===== config.mk =====
export PLATFORM = sky130hd
export DESIGN_NAME = decimal_entry
export DESIGN_NICKNAME = d
export VERILOG_FILES = /design/src/rtl/decimal_entry_pkg.sv /design/src/rtl/decimal_entry_button_debounce.sv /design/src/rtl/decimal_entry.sv
export SDC_FILE = /design/constraint.sdc
export NUM_CORES = 1
export LEC_CHECK = 0
export CAP_MARGIN = 25
export CORE_UTILIZATION = 53
export CTS_BUF_LIST = sky130_fd_sc_hd__clkbuf_8
export CTS_CLUSTER_DIAMETER = 80
export DETAILED_ROUTE_END_ITERATION = 16
export GPL_TIMING_DRIVEN = 1
export PLACE_DENSITY_LB_ADDON = 0.3
export SLEW_MARGIN = 15
export SYNTH_ARGS = -nofsm -noshare
export SYNTH_HDL_FRONTEND = slang
export SYNTH_SLANG_ARGS = --single-unit

===== constraint.sdc =====
create_clock -name clk -period 3.45 [get_ports clk]
set_clock_uncertainty 0.05 [all_clocks]
set_input_delay 1.035 -clock clk [delete_from_list [all_inputs] [get_ports clk]]
set_output_delay 1.035 -clock clk [all_outputs]
set_load 0.05 [all_outputs]

===== src/rtl/decimal_entry_pkg.sv =====
// Shared types for the decimal keypad entry unit: register-file write payload,
// BCD digits, entry FSM states and small arithmetic helpers.
package decimal_entry_pkg;

    localparam int unsigned REG_ID_W       = 5;
    localparam int unsigned OP_W           = 32;
    localparam int unsigned DIGIT_W        = 4;
    localparam int unsigned ACC_W          = 14;
    localparam int unsigned PREVIEW_DIGITS = 4;
    localparam int unsigned PREVIEW_EN_W   = 8;

    typedef logic [REG_ID_W-1:0] reg_id_t;
    typedef logic [OP_W-1:0]     op_t;
    typedef logic [DIGIT_W-1:0]  digit_t;
    typedef logic [ACC_W-1:0]    acc_t;

    typedef enum logic [1:0] {
        ST_IDLE  = 2'd0,
        ST_ENTRY = 2'd1,
        ST_WRITE = 2'd2
    } entry_state_t;

    // value*10 + digit as (value<<3) + (value<<1) + digit
    function automatic acc_t times10_plus(input acc_t value, input digit_t digit);
        return acc_t'(value << 3) + acc_t'(value << 1) + ACC_W'(digit);
    endfunction

    // Display enable mask; one digit stays lit even with nothing entered
    function automatic logic [PREVIEW_EN_W-1:0] enable_mask(input int unsigned count);
        logic [PREVIEW_EN_W-1:0] mask;
        case (count)
            0, 1:    mask = 8'h01;
            2:       mask = 8'h03;
            3:       mask = 8'h07;
            default: mask = 8'h0F;
        endcase
        return mask;
    endfunction

endpackage


===== src/rtl/decimal_entry_button_debounce.sv =====
// Raw button conditioning: 2-flop synchroniser, optional counter debounce
// (DECIMAL_ENTRY_DEBOUNCE_EN) and a one-cycle press pulse on the rising edge.
module button_debounce #(
    parameter int unsigned DEBOUNCE_CYCLES = 500000
) (
    input  logic clk,
    input  logic rst_n,
    input  logic raw,
    output logic press_c
);

    logic [1:0] sync_q;
    logic       level;
    logic       level_prev_q;

    if (DEBOUNCE_CYCLES == 0) begin : g_cfg_check
        $error("button_debounce: DEBOUNCE_CYCLES must be at least 1");
    end

    always_ff @(posedge clk or negedge rst_n) begin
        if (!rst_n) begin
            sync_q <= 2'b00;
        end else begin
            sync_q <= {sync_q[0], raw};
        end
    end

`ifdef DECIMAL_ENTRY_DEBOUNCE_EN
    localparam int unsigned CNT_W = (DEBOUNCE_CYCLES > 1) ? $clog2(DEBOUNCE_CYCLES) : 1;
    localparam logic [CNT_W-1:0] CNT_LAST = CNT_W'(DEBOUNCE_CYCLES - 1);

    logic [CNT_W-1:0] cnt_q;
    logic             level_q;

    // Level follows the synchronised input only after DEBOUNCE_CYCLES unbroken disagreeing cycles
    always_ff @(posedge clk or negedge rst_n) begin
        if (!rst_n) begin
            cnt_q   <= '0;
            level_q <= 1'b0;
        end else if (sync_q[1] == level_q) begin
            cnt_q <= '0;
        end else if (cnt_q == CNT_LAST) begin
            cnt_q   <= '0;
            level_q <= sync_q[1];
        end else begin
            cnt_q <= cnt_q + 1'b1;
        end
    end

    assign level = level_q;
`else
    assign level = sync_q[1];
`endif

    always_ff @(posedge clk or negedge rst_n) begin
        if (!rst_n) begin
            level_prev_q <= 1'b0;
        end else begin
            level_prev_q <= level;
        end
    end

    assign press_c = level & ~level_prev_q;

endmodule


===== src/rtl/decimal_entry.sv =====
// Decimal keypad entry: accumulates up to MAX_DIGITS decimal digits and commits
// the value as a one-cycle register-file write. Debounce via DECIMAL_ENTRY_DEBOUNCE_EN.
module decimal_entry
    import decimal_entry_pkg::*;
#(
    parameter int unsigned DEBOUNCE_CYCLES = 500000,
    parameter int unsigned TARGET_REG      = 26,
    parameter int unsigned MAX_DIGITS      = 4
) (
    input  logic                       clk,
    input  logic                       rst_n,
    input  logic                       btn_digit,
    input  logic                       btn_commit,
    input  logic                       btn_clear,
    input  logic [DIGIT_W-1:0]         sw_digit,
    output logic                       enable_write,
    output reg_id_t                    write_id,
    output op_t                        write_data,
    output digit_t [PREVIEW_DIGITS-1:0] preview,
    output logic [PREVIEW_EN_W-1:0]    preview_en,
    output logic                       digit_err
);

    localparam int unsigned CNT_W = $clog2(MAX_DIGITS + 1);
    localparam logic [CNT_W-1:0] CNT_MAX = CNT_W'(MAX_DIGITS);

    if (TARGET_REG < 1 || TARGET_REG > 31) begin : g_target_check
        $error("decimal_entry: TARGET_REG must be 1..31");
    end
    if (MAX_DIGITS < 1 || MAX_DIGITS > PREVIEW_DIGITS) begin : g_digits_check
        $error("decimal_entry: MAX_DIGITS must be 1..4");
    end

    logic digit_press_c, commit_press_c, clear_press_c;
    digit_t sw_meta_q, sw_q;

    entry_state_t                state_q, state_d;
    acc_t                        value_q, value_d;
    logic [CNT_W-1:0]            count_q, count_d;
    digit_t [PREVIEW_DIGITS-1:0] preview_d;
    logic                        digit_err_d;
    logic                        enable_write_d;
    reg_id_t                     write_id_d;
    op_t                         write_data_d;
    logic [PREVIEW_EN_W-1:0]     preview_en_d;

    button_debounce #(.DEBOUNCE_CYCLES(DEBOUNCE_CYCLES)) u_btn_digit (
        .clk(clk), .rst_n(rst_n), .raw(btn_digit), .press_c(digit_press_c)
    );
    button_debounce #(.DEBOUNCE_CYCLES(DEBOUNCE_CYCLES)) u_btn_commit (
        .clk(clk), .rst_n(rst_n), .raw(btn_commit), .press_c(commit_press_c)
    );
    button_debounce #(.DEBOUNCE_CYCLES(DEBOUNCE_CYCLES)) u_btn_clear (
        .clk(clk), .rst_n(rst_n), .raw(btn_clear), .press_c(clear_press_c)
    );

    // Digit switches: bare 2-flop synchroniser
    always_ff @(posedge clk or negedge rst_n) begin
        if (!rst_n) begin
            sw_meta_q <= '0;
            sw_q      <= '0;
        end else begin
            sw_meta_q <= sw_digit;
            sw_q      <= sw_meta_q;
        end
    end

    always_ff @(posedge clk or negedge rst_n) begin
        if (!rst_n) begin
            state_q      <= ST_IDLE;
            value_q      <= '0;
            count_q      <= '0;
            preview      <= '0;
            digit_err    <= 1'b0;
            enable_write <= 1'b0;
            write_id     <= '0;
            write_data   <= '0;
            preview_en   <= 8'h01;
        end else begin
            state_q      <= state_d;
            value_q      <= value_d;
            count_q      <= count_d;
            preview      <= preview_d;
            digit_err    <= digit_err_d;
            enable_write <= enable_write_d;
            write_id     <= write_id_d;
            write_data   <= write_data_d;
            preview_en   <= preview_en_d;
        end
    end

    // Next state; the BCD preview is shifted alongside the binary accumulator
    always_comb begin
        state_d        = state_q;
        value_d        = value_q;
        count_d        = count_q;
        preview_d      = preview;
        digit_err_d    = digit_err;
        enable_write_d = 1'b0;
        write_id_d     = '0;
        write_data_d   = '0;

        case (state_q)
            ST_WRITE: begin
                state_d     = ST_IDLE;
                value_d     = '0;
                count_d     = '0;
                preview_d   = '0;
                digit_err_d = 1'b0;
            end
            default: begin
                if (clear_press_c) begin
                    state_d     = ST_IDLE;
                    value_d     = '0;
                    count_d     = '0;
                    preview_d   = '0;
                    digit_err_d = 1'b0;
                end else if (commit_press_c) begin
                    state_d        = ST_WRITE;
                    enable_write_d = 1'b1;
                    write_id_d     = REG_ID_W'(TARGET_REG);
                    write_data_d   = OP_W'(value_q);
                end else if (digit_press_c) begin
                    if (sw_q > 4'd9 || count_q == CNT_MAX) begin
                        digit_err_d = 1'b1;
                    end else if (!(count_q == '0 && sw_q == 4'd0)) begin
                        state_d   = ST_ENTRY;
                        value_d   = times10_plus(value_q, sw_q);
                        count_d   = count_q + 1'b1;
                        preview_d = {preview[PREVIEW_DIGITS-2:0], sw_q};
                    end
                end
            end
        endcase

        preview_en_d = enable_mask(32'(count_d));
    end

endmodule


Fig. 1: run 1, power grid
Bar = 20 um. Pins as bars on the die edge.
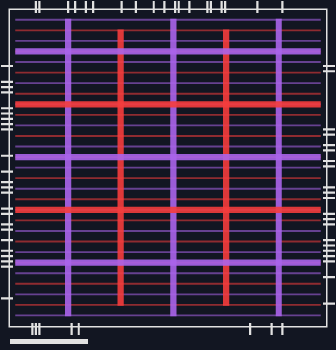
legend:
  VDD:
    colour: red
  VSS:
    colour: purple
met1 rails: 29
met4 straps: 5

Fig. 2: run 1, placed cells, one colour a class
Fill, decap, tap and diode cells in grey.
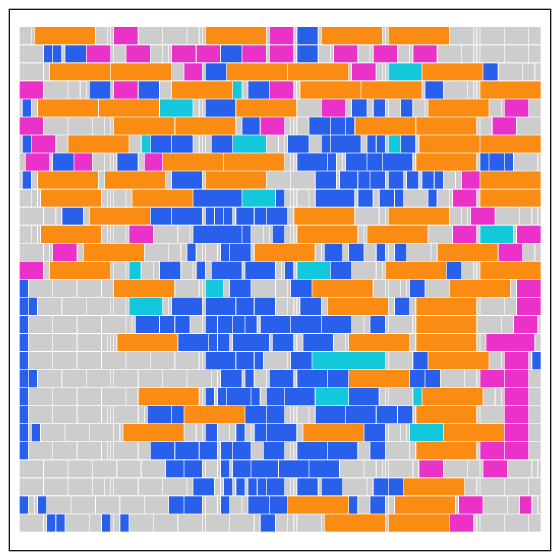
legend:
  clock drivers and dummy loads:
    colour: cyan
    cells: 16
  other buffers and delay cells:
    colour: magenta
    cells: 51
  all other logic:
    colour: blue
    cells: 196
  flip-flops:
    colour: orange
    cells: 70

Fig. 3: run 1, clock network drawn from the DEF
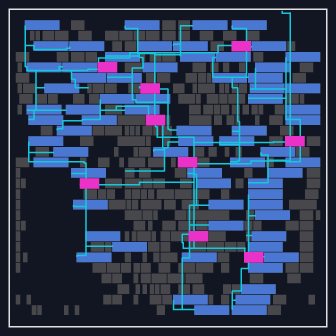
legend:
  clock wires:
    colour: cyan
    length: 825 um
  cells driving clock nets:
    colour: magenta
    count: 9
  flip-flops:
    colour: blue
    count: 70
routed clock nets: 10
flops lie: spread over the die

Fig. 4: run 1, routed metal, one colour a layer
Bar = 20 um. Only two layers are drawn.
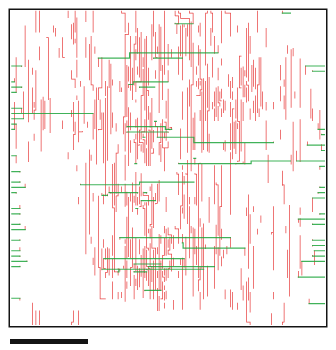
legend:
  met2:
    colour: red
    wire_length: 2,860 um
  met3:
    colour: green
    wire_length: 451 um

==> results.cfg, run 1 <==
; flow metrics
[die]
io_pins = 72

[setup_path]
crit_family = AND-OR/OR-AND gates
start_kind = register
cp_common_cell = inv_1
endpoint = value_q[13]$_DFFE_PN0P_
crit_chain = inv_1 -> fa_1 -> inv_1 -> ha_1 -> a21o_1 -> nand3_1 -> a2111oi_1 -> o31ai_1 -> a32o_1
reg2reg_depth = 9

[place]
post-place-ws_ns = 0.722
dp.cells = 392

[hold_path]
worst_hold_startpoint = sw_meta_q[2]$_DFF_PN0_
min_path_type = register to register

[drt]
top_layer_used = met4
ant_nets = 0
firstDrtPassIters = 4

[final_layout]
lay_top_count = dfrtp_1
final_cells = 408
flop-count = 70
top_register = preview
nClkBuffers = 9
fin_area_um2 = 3950
fillers = 431
largest_reg_flops = 16

[clocking]
ctsResizeCount = 0
post-cts-setup-buffer-count = 0

[timing]
slew_viol_final = 0
fmax_mhz = 365
fin_crit_sh = 0.795

[logic_synthesis]
synth-edff-count = 0
synth.cells.most_frequent = dfrtp_1, buf_4, a22o_1, ha_1, inv_1
muxShareOfSynthArea = 0
topCellsByArea = dfrtp_1, ha_1, buf_4, a22o_1, and2_1

[global_routing]
grtUsageMet1 = 0.267
antenna_found_initial = 0
grt_pass1_wl_um = 9830

[status]
status = completed

[pwr]
combinationalPowerShare = 0.159

[run]
warnings = 27
==> run 1 -> run 2 <==
==> constraint.sdc (replaced) <==
create_clock -name clk -period 2.7 [get_ports clk]
set_clock_uncertainty 0.05 [all_clocks]
set_input_delay 0.81 -clock clk [delete_from_list [all_inputs] [get_ports clk]]
set_output_delay 0.81 -clock clk [all_outputs]
set_load 0.05 [all_outputs]
Fig. 5: run 2, power grid
Bar = 20 um. Pins as bars on the die edge.
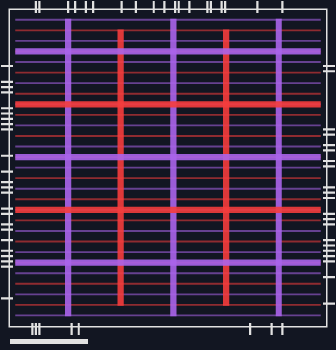
legend:
  VDD:
    colour: red
  VSS:
    colour: purple
rows: 28
met5 straps: 5

==> results.cfg, run 2 <==
; flow metrics
[final_layout]
lay_top_count = dfrtp_1
largest_reg_flops = 16
top_register = preview
flop-count = 70
nClkBuffers = 9
top_regs = preview (16), write_data (14), value_q (13)
final_cells = 411
fillers = 402
fin_area_um2 = 4060

[hold_path]
holdPathEnd = sw_q[2]$_DFF_PN0_
min_path_type = register to register
min_path_cells = 0
worst_hold_startpoint = sw_meta_q[2]$_DFF_PN0_

[logic_synthesis]
synth.most_common_cell = dfrtp_1
synth-seq-cells = 70
muxShareOfSynthArea = 0
synth.cells.most_frequent = dfrtp_1, buf_4, a22o_1, ha_1, inv_1
synthXorXnorAreaFrac = 0.0183
synthAoiAreaFrac = 0.163
topCellsByArea = dfrtp_1, ha_1, buf_4, a22o_1, and2_1
synth-edff-count = 0
synth_seq_share = 0.524

[run]
warnings = 27

[die]
io_pins = 72
fp.dieH_um = 81.4

[global_routing]
grt_usage = 0.198
antenna_found_initial = 0
grtUsageMet1 = 0.263
use_met3 = 0.0708
grt_pass1_wl_um = 9490
grt_use_met2 = 0.284

[clocking]
clockBufferDepth = 2
postCtsHoldBufs = 0
post-cts-setup-buffer-count = 0
ctsResizeCount = 0

[pwr]
pwr.group.combinational_uw = 366
power_leader = registers
combinationalPowerShare = 0.148

[setup_path]
reg2reg_depth = 7
timing.rr.end = value_q[13]$_DFFE_PN0P_
cpPeakStageDelay_ns = 0.42
start_kind = register
critPathKind = register to register
crit_family = AND-OR/OR-AND gates
worst_ep_required_time_ns = 2.89
cp_common_cell = ha_1
endpoint = value_q[13]$_DFFE_PN0P_

[drt]
ant_nets = 0
firstDrtPassIters = 4
viasPerCell = 5.30
first_iter_violations = 92
met1_length_um = 2830

[status]
status = completed

[timing]
slew_viol_final = 0
fin_crit_sh = 0.987
fmax_mhz = 375

[place]
dp.cells = 395
post-place-ws_ns = 0.0389
Fig. 6: run 2, clock routing
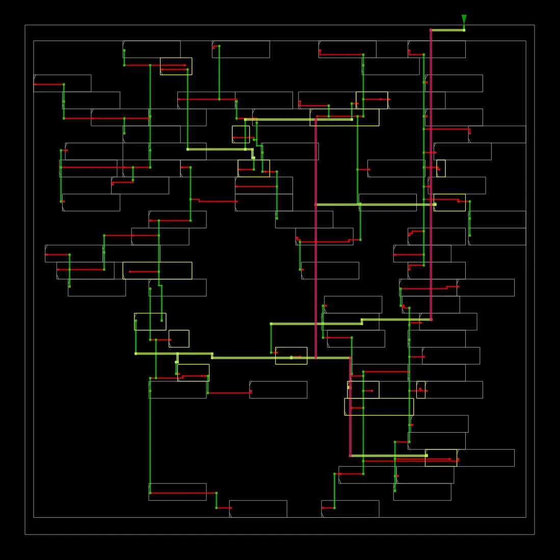
clock sink total: 70
clk_lat worst skew: 0.35 ns
P_clk: 998 uW

Power figures rest on the tool's default switching activity, not on a simulated workload.
